`src/rtl/fifo_rx_credit_if.sv`:
```
// fifo_rx_credit_if
//   Bundles the receive-side FIFO write path, host read path and FCT credit
//   handshake of fifo_rx_credit.
//   master : driven by the environment (decoder, host, transmitter, link FSM)
//   slave  : the FIFO itself
//   Signals: wr_en/data_in (N-char write), rd_en/data_out/rd_valid (host read),
//   fct_req/fct_ack (FCT handshake), credit_clear (link reset),
//   f_full/f_empty/counter/credit/overflow_credit_error (status).
interface fifo_rx_credit_if #(
  parameter int DWIDTH = 9,
  parameter int AWIDTH = 6
);
  logic              wr_en;
  logic [DWIDTH-1:0] data_in;
  logic              rd_en;
  logic [DWIDTH-1:0] data_out;
  logic              rd_valid;
  logic              fct_ack;
  logic              credit_clear;
  logic              fct_req;
  logic              f_full;
  logic              f_empty;
  logic              overflow_credit_error;
  logic [AWIDTH:0]   counter;
  logic [AWIDTH:0]   credit;

  modport master (
    output wr_en, data_in, rd_en, fct_ack, credit_clear,
    input  data_out, rd_valid, fct_req, f_full, f_empty,
           overflow_credit_error, counter, credit
  );

  modport slave (
    input  wr_en, data_in, rd_en, fct_ack, credit_clear,
    output data_out, rd_valid, fct_req, f_full, f_empty,
           overflow_credit_error, counter, credit
  );
endinterface

```
`src/rtl/fifo_rx_credit.sv`:
```
// fifo_rx_credit
//   SpaceWire receive FIFO with flow-control credit accounting. Buffers
//   N-chars from the decoder, tracks credit outstanding at the far-end
//   transmitter and requests an FCT whenever space for another FCT_SIZE
//   characters can be promised. Credit violations are sticky.
//   Ports:
//     clock  : rising-edge clock
//     reset  : asynchronous active-low reset
//     bus    : fifo_rx_credit_if.slave (write, read, FCT handshake, status)
module fifo_rx_credit #(
  parameter int DWIDTH     = 9,
  parameter int AWIDTH     = 6,
  parameter int FCT_SIZE   = 8,
  parameter int MAX_CREDIT = 56
) (
  input  logic            clock,
  input  logic            reset,
  fifo_rx_credit_if.slave bus
);

  localparam int DEPTH = 1 << AWIDTH;
  localparam int CW    = AWIDTH + 1;
  localparam int SW    = CW + 2;

  localparam logic signed [SW-1:0] DEPTH_S = SW'(DEPTH);
  localparam logic signed [SW-1:0] FCT_S   = SW'(FCT_SIZE);
  localparam logic signed [SW-1:0] MAXC_S  = SW'(MAX_CREDIT);
  localparam logic signed [SW-1:0] ONE_S   = SW'(1);
  localparam logic signed [SW-1:0] ZERO_S  = '0;

  // Zero-extend an occupancy/credit value into the signed working width.
  function automatic logic signed [SW-1:0] to_s(input logic [CW-1:0] v);
    return $signed({2'b00, v});
  endfunction

  // Clamp a signed credit result into 0..MAX_CREDIT.
  function automatic logic [CW-1:0] sat_credit(input logic signed [SW-1:0] v);
    if (v < 0)
      return '0;
    else if (v > MAXC_S)
      return CW'(MAX_CREDIT);
    else
      return v[CW-1:0];
  endfunction

  logic [DWIDTH-1:0] mem [DEPTH];
  logic [AWIDTH-1:0] wr_ptr;
  logic [AWIDTH-1:0] rd_ptr;
  logic [CW-1:0]     count_q;
  logic [CW-1:0]     credit_q;
  logic              fct_req_q;
  logic              err_q;
  logic              init_q;
  logic [DWIDTH-1:0] rd_data_p1;
  logic              vld_p1;

  logic              full;
  logic              empty;
  logic              wr_acc;
  logic              rd_acc;
  logic              grant;
  logic              cred_underflow;
  logic              fct_cond;
  logic signed [SW-1:0] headroom;
  logic signed [SW-1:0] cred_room;
  logic signed [SW-1:0] credit_sum;

  assign full   = (count_q == CW'(DEPTH));
  assign empty  = (count_q == '0);
  assign wr_acc = bus.wr_en && !full;
  assign rd_acc = bus.rd_en && !empty;
  assign grant  = fct_req_q && bus.fct_ack;

  // Every write consumes a credit, even a dropped one: the far end spent it.
  assign credit_sum = to_s(credit_q)
                    + (grant     ? FCT_S : ZERO_S)
                    - (bus.wr_en ? ONE_S : ZERO_S);
  // A grant on the same edge covers a write arriving at zero credit.
  assign cred_underflow = bus.wr_en && (credit_q == '0) && !grant;

  // Space not yet promised to the transmitter, and room under the ceiling.
  // init_q holds off the first request by one cycle after reset release.
  assign headroom  = DEPTH_S - to_s(count_q) - to_s(credit_q);
  assign cred_room = MAXC_S - to_s(credit_q);
  assign fct_cond  = init_q && (headroom >= FCT_S) && (cred_room >= FCT_S);

  // Storage array: data only, never reset.
  always_ff @(posedge clock) begin
    if (wr_acc)
      mem[wr_ptr] <= bus.data_in;
  end

  // Stage p0 -> p1: pointers, occupancy, read data, credit and FCT control.
  always_ff @(posedge clock or negedge reset) begin
    if (!reset) begin
      wr_ptr     <= '0;
      rd_ptr     <= '0;
      count_q    <= '0;
      credit_q   <= '0;
      fct_req_q  <= 1'b0;
      err_q      <= 1'b0;
      init_q     <= 1'b0;
      rd_data_p1 <= '0;
      vld_p1     <= 1'b0;
    end else begin
      init_q <= 1'b1;

      if (wr_acc)
        wr_ptr <= wr_ptr + 1'b1;

      if (rd_acc) begin
        rd_ptr     <= rd_ptr + 1'b1;
        rd_data_p1 <= mem[rd_ptr];
      end
      vld_p1 <= rd_acc;

      case ({wr_acc, rd_acc})
        2'b10:   count_q <= count_q + 1'b1;
        2'b01:   count_q <= count_q - 1'b1;
        default: count_q <= count_q;
      endcase

      if (bus.credit_clear) begin
        credit_q  <= '0;
        fct_req_q <= 1'b0;
        err_q     <= 1'b0;
      end else begin
        credit_q <= sat_credit(credit_sum);
        if (cred_underflow || (bus.wr_en && full))
          err_q <= 1'b1;
        // Request holds until acknowledged, drops on the ack edge and is
        // re-evaluated on the next edge with the updated credit.
        if (grant)
          fct_req_q <= 1'b0;
        else if (!fct_req_q)
          fct_req_q <= fct_cond;
      end
    end
  end

  assign bus.data_out              = rd_data_p1;
  assign bus.rd_valid              = vld_p1;
  assign bus.fct_req               = fct_req_q;
  assign bus.f_full                = full;
  assign bus.f_empty               = empty;
  assign bus.overflow_credit_error = err_q;
  assign bus.counter               = count_q;
  assign bus.credit                = credit_q;

endmodule
```
`src/flat_wrapper.sv`:
```
// flat-port wrapper written by rule: the top's interface ports become plain ports
module fifo_rx_credit_flat 
#(
  parameter int DWIDTH     = 9,
  parameter int AWIDTH     = 6,
  parameter int FCT_SIZE   = 8,
  parameter int MAX_CREDIT = 56
)
  (clock, reset, bus_wr_en, bus_data_in, bus_rd_en, bus_fct_ack, bus_credit_clear, bus_data_out, bus_rd_valid, bus_fct_req, bus_f_full, bus_f_empty, bus_overflow_credit_error, bus_counter, bus_credit);
  fifo_rx_credit_if #(.DWIDTH(DWIDTH), .AWIDTH(AWIDTH)) bus_i ();
  input  logic clock;
  input  logic reset;
  input wire logic [$bits(bus_i.wr_en)-1:0] bus_wr_en;
  input wire logic [$bits(bus_i.data_in)-1:0] bus_data_in;
  input wire logic [$bits(bus_i.rd_en)-1:0] bus_rd_en;
  input wire logic [$bits(bus_i.fct_ack)-1:0] bus_fct_ack;
  input wire logic [$bits(bus_i.credit_clear)-1:0] bus_credit_clear;
  output wire logic [$bits(bus_i.data_out)-1:0] bus_data_out;
  output wire logic [$bits(bus_i.rd_valid)-1:0] bus_rd_valid;
  output wire logic [$bits(bus_i.fct_req)-1:0] bus_fct_req;
  output wire logic [$bits(bus_i.f_full)-1:0] bus_f_full;
  output wire logic [$bits(bus_i.f_empty)-1:0] bus_f_empty;
  output wire logic [$bits(bus_i.overflow_credit_error)-1:0] bus_overflow_credit_error;
  output wire logic [$bits(bus_i.counter)-1:0] bus_counter;
  output wire logic [$bits(bus_i.credit)-1:0] bus_credit;
  assign bus_i.wr_en = bus_wr_en;
  assign bus_i.data_in = bus_data_in;
  assign bus_i.rd_en = bus_rd_en;
  assign bus_i.fct_ack = bus_fct_ack;
  assign bus_i.credit_clear = bus_credit_clear;
  assign bus_data_out = bus_i.data_out;
  assign bus_rd_valid = bus_i.rd_valid;
  assign bus_fct_req = bus_i.fct_req;
  assign bus_f_full = bus_i.f_full;
  assign bus_f_empty = bus_i.f_empty;
  assign bus_overflow_credit_error = bus_i.overflow_credit_error;
  assign bus_counter = bus_i.counter;
  assign bus_credit = bus_i.credit;
  fifo_rx_credit #(.DWIDTH(DWIDTH), .AWIDTH(AWIDTH), .FCT_SIZE(FCT_SIZE), .MAX_CREDIT(MAX_CREDIT)) u_core (.clock(clock), .reset(reset), .bus(bus_i));
endmodule
```
`config.mk`:
```
export PLATFORM = sky130hd
export DESIGN_NAME = fifo_rx_credit_flat
export DESIGN_NICKNAME = d
export VERILOG_FILES = /design/src/rtl/fifo_rx_credit_if.sv /design/src/rtl/fifo_rx_credit.sv /design/src/flat_wrapper.sv
export SDC_FILE = /design/constraint.sdc
export NUM_CORES = 1
export LEC_CHECK = 0
export ABC_AREA = 1
export CAP_MARGIN = 5
export CORE_UTILIZATION = 50
export CTS_BUF_LIST = sky130_fd_sc_hd__clkbuf_4
export CTS_CLUSTER_SIZE = 25
export DETAILED_ROUTE_END_ITERATION = 10
export GPL_TIMING_DRIVEN = 0
export HOLD_SLACK_MARGIN = 0.08
export PLACE_DENSITY = 0.63
export SETUP_SLACK_MARGIN = 0.2
export SKIP_CTS_REPAIR_TIMING = 1
export SYNTH_ARGS = -nofsm -noshare
export SYNTH_HDL_FRONTEND = slang
export SYNTH_SLANG_ARGS = --single-unit
export TNS_END_PERCENT = 10
```
`constraint.sdc`:
```
create_clock -name clock -period 6.3 [get_ports clock]
set_input_delay 1.575 -clock clock [delete_from_list [all_inputs] [get_ports clock]]
set_output_delay 1.575 -clock clock [all_outputs]
set_load 0.005 [all_outputs]
```
run_1/m3.png
Drawn at 1.5 px/um. Cells faint in the background.
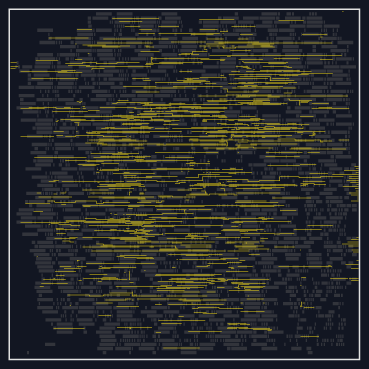
longest straight run = 134 um
main direction = horizontal

run_1/class_map.png
Drawn at 2 px/um.
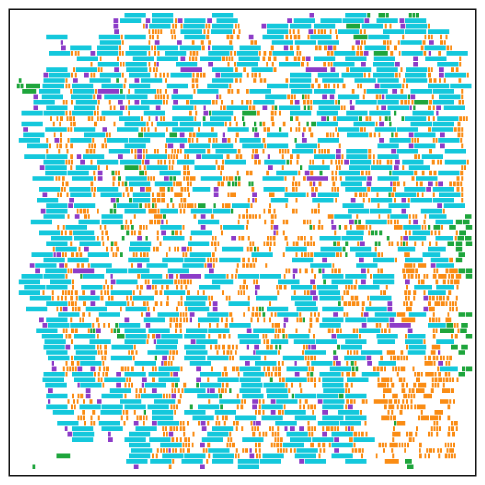
sequential cells -> cyan  # cells 615, share of their area 62%
remaining buffers and delay cells -> green  # cells 175, share of their area 3.9%
clock drivers and dummy loads -> purple  # cells 281, share of their area 7.2%
remaining logic cells -> orange  # cells 1777, share of their area 26%

run_1/clock_nets.png
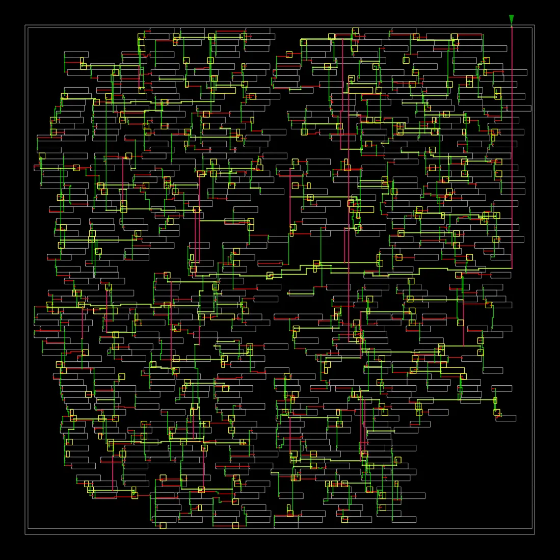
Clock Sinks: 615
flip-flops: 615
clock group power: 3.59 mW
Latency at later pin: 1.02 ns

run_1/route_heat.png
Drawn at 1.5 px/um. The die is cut into 23 by 23 equal tiles; dark purple is low, yellow is high, scaled to the fullest tile. Values are wire area over tile area, all layers added.
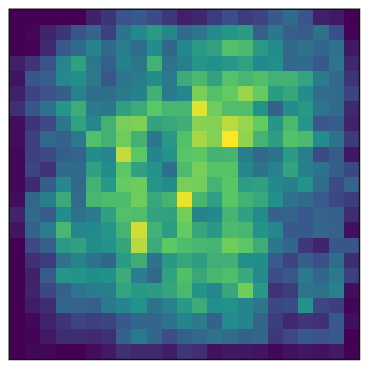
nearly empty tiles = 4.9%
emptiest ninth of the die = lower left
mean over tiles = 0.27
fullest tile = 0.67
densest ninth of the die = centre

[run 1: how the worst max path moves through the flow]
stage                                      startpoint                                end  slack (ns)  depth (start not counted)
detailed placement                          bus_wr_en        u_core.mem[24][8]$_DFFE_PP_        1.10                          6
floorplan                                   bus_rd_en  u_core.bus.counter[6]$_DFFE_PN0P_        2.61                         15
CTS                 u_core.bus.counter[0]$_DFFE_PN0P_                         bus_f_full        1.73                          5
global placement                            bus_wr_en         u_core.mem[7][5]$_DFFE_PP_        0.87                          5
global route        u_core.bus.counter[0]$_DFFE_PN0P_                         bus_f_full        1.69                          5
finish              u_core.bus.counter[0]$_DFFE_PN0P_                         bus_f_full        1.90                          5
[run 1: logic make-up (layout without fill, tap and decap cells)]
kind of cell,Yosys count,after routing,share of synthesized area
AND-OR/OR-AND,160,160,0.0303
XOR/XNOR,18,18,0.00594
adder cells (fa/ha/maj),32,32,0.0159
flip-flops,615,615,0.688
buffers and inverters,297,633,0.0456
AND/OR/NAND/NOR,1388,1388,0.214
other,2,4,0.000283
[run 1: per-stage QoR]
step | std cells | cell area [um2]
5_1_grt | 3538 | 30100
4_1_cts | 3535 | 30100
6_report | 3538 | 30100
2_1_floorplan | 2512 | 26600
3_5_place_dp | 3254 | 28000
3_3_place_gp | 3242 | 27800
[run 1: critical path, cell delays in order (launching register included)]
cell and delay, ns:
dfrtp_1 0.46, inv_1 0.17, ha_1 0.24, nand4_1 0.18, nor2_1 0.23, clkdlybuf4s50_1 0.54
[run 1: synthesized netlist by cell type (all sizes together) (15+ instances only)]
cell    count
dfrtp      39
ha         29
nand2     711
a21oi      44
o21ai     114
clkbuf     39
nand3     300
inv       174
nand4      17
nor2      340
buf        81
edfxtp    576
xor2       15
==> CHANGELOG.md, run 1 <==
## Flow update

* Drt first pass iters at 6
* Seq pwr share at 0.336
* M2 GR Usage at 0.478
* Floorplan utilization at 0.505
* Top routing layer in use: met4
* Port buffer count at 42
* CTS tree: done
* R2r endpoint: u_core.mem[24][0]$_DFFE_PP_
* Die W at 232 um
* Die height at 232 um
* Hold WC Path Type: input port to asynchronous set/reset pin
* ANT nets after route at 0
* CTS root buffer: clkbuf_4
* TNS Setup at 0 ns
* Post-placement worst setup slack at 1.10 ns
* Peak VDD IR at 0.210 mV
* Fin crit period at 4.40 ns
* Reg2reg setup slack at 2.04 ns
* Top Ports at 43
* Routed wl met2 at 38200 um
* Clk_skew at 0.0531 ns
* Syn_nets at 2559
* Yosys chip area at 26600 um2
* Sequential area share after synthesis at 0.688
* Primary FF master, synth: edfxtp_1
* Hold Violations, Final at 0
* Clock Pin Slew Worst Setup and Hold Paths at 0.07 ns
* Initial drt markers at 2721
* Worst Max-Slew Pin Slew at 1.35 ns
* WL final at 85700 um
* Fin crit share at 0.698
* Yosys cell types at 29
* Most Used Layer, Global Route: met2
* Cell taking the most area after synthesis: edfxtp_1
* Diode count at 2
* Unrepaired setup endpoints after global routing: no
* Top Consumer: combinational logic
* # rows at 84
* Area Overhead vs Synth at 13.5%
* Initial antenna violation count at 3
* Slew HR at 0.0942
* Synth top area cells: edfxtp_1, nand2_1, nand3_1
* Net Sw Frac at 0.430
* WS Path Type: register to output port
* Wirelength per Cell at 24.2 um
* All-Layer GR Usage at 0.324
* Max-slew violations at 0
* Clkbuf count at 222
* Biggest register: u_core.mem
* FF+latch count, synth at 615
* Status: complete, no violations
* Post-route setup slack at 1.90 ns
* Hold_ws at 0.424 ns
* FF-to-FF path depth at 8
* Setup crit end kind: output port
* Max-capacitance violation count at 0
* Area-dominant cell class after layout: sequential cells
* Die area at 54000 um2
* Post-synthesis async set-or-reset flop share at 0.0634
* Crit path DRT at 4.72 ns
* Worst path arrival time at 2.82 ns
* Vias in the first global route at 18400
* CTS Buf Count at 160
* Tool warnings at 36
* Met3 Usage GRT at 0.0786
* Leakage at 11.9 nW
* Most used logic cell in the final layout: nand2_1
* Cells in synth_stat.txt at 2512
* Number of fill cells at 4527
* Non-clk buf share at 0.0380
* Core Region at 52600 um2
* Layout cells sized above 1 at 0.117
* Inverters at 177
* Comb power at 6.03 mW
* Max Fclk at 227 MHz
* Sequential power at 4.87 mW
* Clock Path Buffers at 3
* Avg Cell Area, Syn at 10.6 um2
* Total power after layout at 14.5 mW
* Flop share of the area at 0.606
* Tap cell count at 688
* Net Sw Power at 6.23 mW
* Combinational share of cell area at 0.235
* Area of the multi-input gates at 7090 um2
* Max Fanout on Critical Path at 5
* P per Cell Area at 481 nW/um2
* Met1 GRT Util at 0.463
* Clock power share at 0.248
* Gate power share at 0.416
* Ys Warns at 0
* Max FFs per register at 576
* # setup viols final at 0
* # DRC at 0
* Non-clock buffers at 175
* Dominant cell area share at 0.651
* Wl on met1 at 35200 um
* Top Layout Cells: nand2_1, edfxtp_1, nor2_1
* First-pass GRT wire length at 123000 um
* Overflow after GRT at 0
* Number of enable flip-flop cells at 576
* Clk tree area frac at 0.0697
* Internal power at 8.26 mW
* FF/Latch Area at 18300 um2
* RR Startpoint: u_core.bus.counter[0]$_DFFE_PN0P_
* Post-synthesis cell area at 26600 um2
* Gp weighted congestion at 0.967
* Post-Synthesis Cells at 2512
* Met3 routed WL at 9930 um
* Multi-In Gates at 1600
==> run 1 -> run 2 <==
==> constraint.sdc (replaced) <==
create_clock -name clock -period 4.1 [get_ports clock]
set_input_delay 1.025 -clock clock [delete_from_list [all_inputs] [get_ports clock]]
set_output_delay 1.025 -clock clock [all_outputs]
set_load 0.005 [all_outputs]
run_2/route_heat.png
Drawn at 1.5 px/um. The die is cut into 23 by 23 equal tiles; dark purple is low, yellow is high, scaled to the fullest tile. Values are wire area over tile area, all layers added.
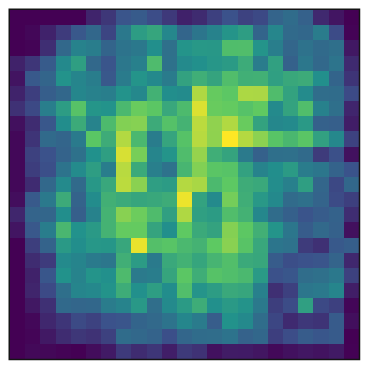
mean over tiles = 0.27
fullest tile = 0.65
densest ninth of the die = centre
tiles over half the peak = 37%
nearly empty tiles = 4.7%

run_2/m3.png
Drawn at 1.5 px/um. Cells faint in the background.
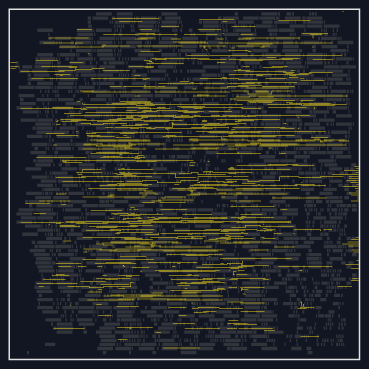
longest straight run = 87.9 um
share of all routed wire = 11%
wire length on this layer = 9730 um

run_2/clock_nets.png
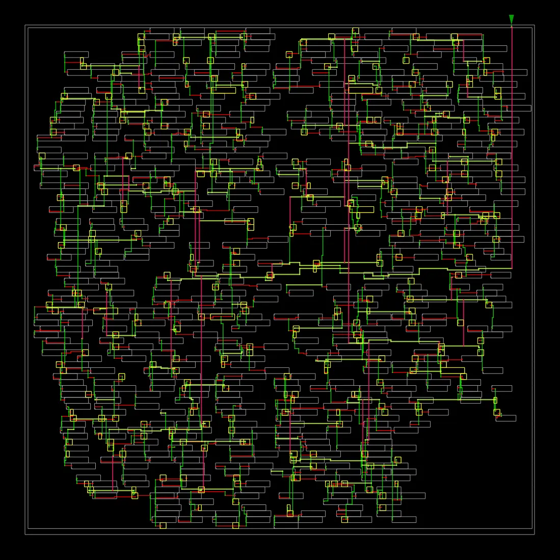
clk_skew: 0.0490 ns
clock group power: 5.51 mW
Latency at later pin: 1.00 ns

==> CHANGELOG.md, run 2 <==
## Flow update

* # DRC at 0
* CP top delay family: simple AND/OR/NAND/NOR gates
* Setup crit end kind: register
* Status: complete, no violations
* Post-route setup slack at 0.206 ns
* Number of fill cells at 4514
* Net Sw Power at 9.62 mW
* WL final at 85900 um
* Final non-filler cell total at 3546
* Top Layout Cells: nand2_1, edfxtp_1, nor2_1
* FF-to-FF path depth at 8
* Post-synthesis async set-or-reset flop share at 0.0634
* Area Overhead vs Synth at 14.2%
* Number of enable flip-flop cells at 576
* Hold Violations, Final at 0
* Max-capacitance violation count at 0
* Count leader, synth: nand2_1
* Hold WC Path Type: input port to asynchronous set/reset pin
* Overflow after GRT at 0
* Cells in synth_stat.txt at 2512
* CP endpoint: u_core.mem[43][3]$_DFFE_PP_
* Post-synth top cells: nand2_1, edfxtp_1, nor2_1
* Yosys cell types at 29
* Post-placement worst setup slack at -0.549 ns
* CTS Buf Count at 160
* Slowest cell on the critical path: nor2_2
* Tool warnings at 37
* Floorplan utilization at 0.505
* Post-synthesis cell area at 26600 um2
* Primary FF master, synth: edfxtp_1
* Syn_nets at 2559
* Max Fclk at 257 MHz
* Worst Path Buf+Inv at 2
* CP max stage delay at 0.91 ns
* First-pass GRT wire length at 123000 um
* P per Cell Area at 736 nW/um2
* Clock power share at 0.247
* Unrepaired setup endpoints after global routing: yes
* Internal power at 12.7 mW
* Vias in the first global route at 18400
* Die W at 232 um
* All-Layer GR Usage at 0.324
* RR Startpoint: u_core.bus.counter[0]$_DFFE_PN0P_
* Ys Warns at 0
* FF+latch count, synth at 615
* Fin crit share at 0.950
* Hold_ws at 0.410 ns
* Top Ports at 43
* Max-slew violations at 0
* Net Sw Frac at 0.431
* Wirelength per Cell at 24.2 um
* Post-Synthesis Cells at 2512
* R2r endpoint: u_core.mem[43][3]$_DFFE_PP_
* Drt first pass iters at 8
* Crit path DRT at 4.68 ns
* Gp weighted congestion at 0.967
* Worst path most repeated cell: nor2_2
* Initial drt markers at 2772
* Most used logic cell in the final layout: nand2_1
* Die area at 54000 um2
* Avg Cell Area, Syn at 10.6 um2
* Layout cells sized above 1 at 0.131
* Slew HR at 0.142
* Yosys chip area at 26600 um2
* Synth top area cells: edfxtp_1, nand2_1, nand3_1
* Fin crit period at 3.89 ns
* Clock Path Buffers at 3
* Leakage at 11.9 nW
* Clock Sinks at 615
* CTS root buffer: clkbuf_4
* Worst path arrival time at 4.48 ns
* Sequential area share after synthesis at 0.688
* ANT nets after route at 0
* # rows at 84
* Initial antenna violation count at 3
* Max FFs per register at 576
* CTS tree: done
* Seq pwr share at 0.335
* Die height at 232 um
* Dominant cell area share at 0.651
* Critical path cell sequence: inv_1, ha_1, nand4_1, nor2_2, nor2_2, buf_2, nand4_1, nor2_2
* # setup viols final at 0
* Placed cells at 3254
* Reg2reg setup slack at 0.21 ns
* Biggest register: u_core.mem
* Clock Pin Slew Worst Setup and Hold Paths at 0.07 ns
* WS Path Type: register to register
* Worst Setup SP: u_core.bus.counter[0]$_DFFE_PN0P_
## run 2: area by class of cell
cell class	count	area, um2	share of cell area
flip-flops and latches	615	18300	0.603
multi-input cells	1600	7220	0.238
clock buffers	222	1670	0.0550
well taps	688	861	0.0284
inverters	177	664	0.0219
repair buffers	61	648	0.0214
plain buffers	120	547	0.0180
clock inverters	59	433	0.0143
diodes	4	10.0	0.000330
## run 2: kinds of logic (layout without fill, tap and decap cells)
kind of cell | after synthesis | count (layout) | share of synthesized area
AND-OR/OR-AND | 160 | 160 | 0.0303
XOR/XNOR | 18 | 18 | 0.00594
adder cells (fa/ha/maj) | 32 | 32 | 0.0159
buffers and inverters | 297 | 639 | 0.0456
flip-flops | 615 | 615 | 0.688
other | 2 | 6 | 0.000283
AND/OR/NAND/NOR | 1388 | 1388 | 0.214
## run 2: metal layers
layer | wire [um] | part of all wire | GRT usage | vias up
li1 | - | - | - | 9019
met1 | 35400 | 0.41 | 0.463 | 9587
met2 | 38300 | 0.45 | 0.478 | 1198
met3 | 9730 | 0.11 | 0.0786 | 154
met4 | 2410 | 0.028 | 0.124 | 0
met5 | 0 | 0 | 0 | -
## run 2: through the flow
step	setup TNS [ns]	instance area (um2)	total power, mW
finish	0	30300	22.3
detailed placement	-146.61	28000	16.6
global route	0	30300	23.4
floorplan	0	26600	12.8
CTS	-2.27	30100	22.1
global placement	-169.73	27800	16.5
## run 2: power by group through the flow
stage	sequential (mW)	combinational [mW]	clock (mW)
2_1_floorplan	7.55	5.29	0
6_report	7.49	9.32	5.51
3_3_place_gp	7.63	8.86	0
3_5_place_dp	7.62	8.97	0
5_1_grt	7.52	10.0	5.87
4_1_cts	7.49	9.01	5.56
Power is estimated from default activity; no workload was simulated.
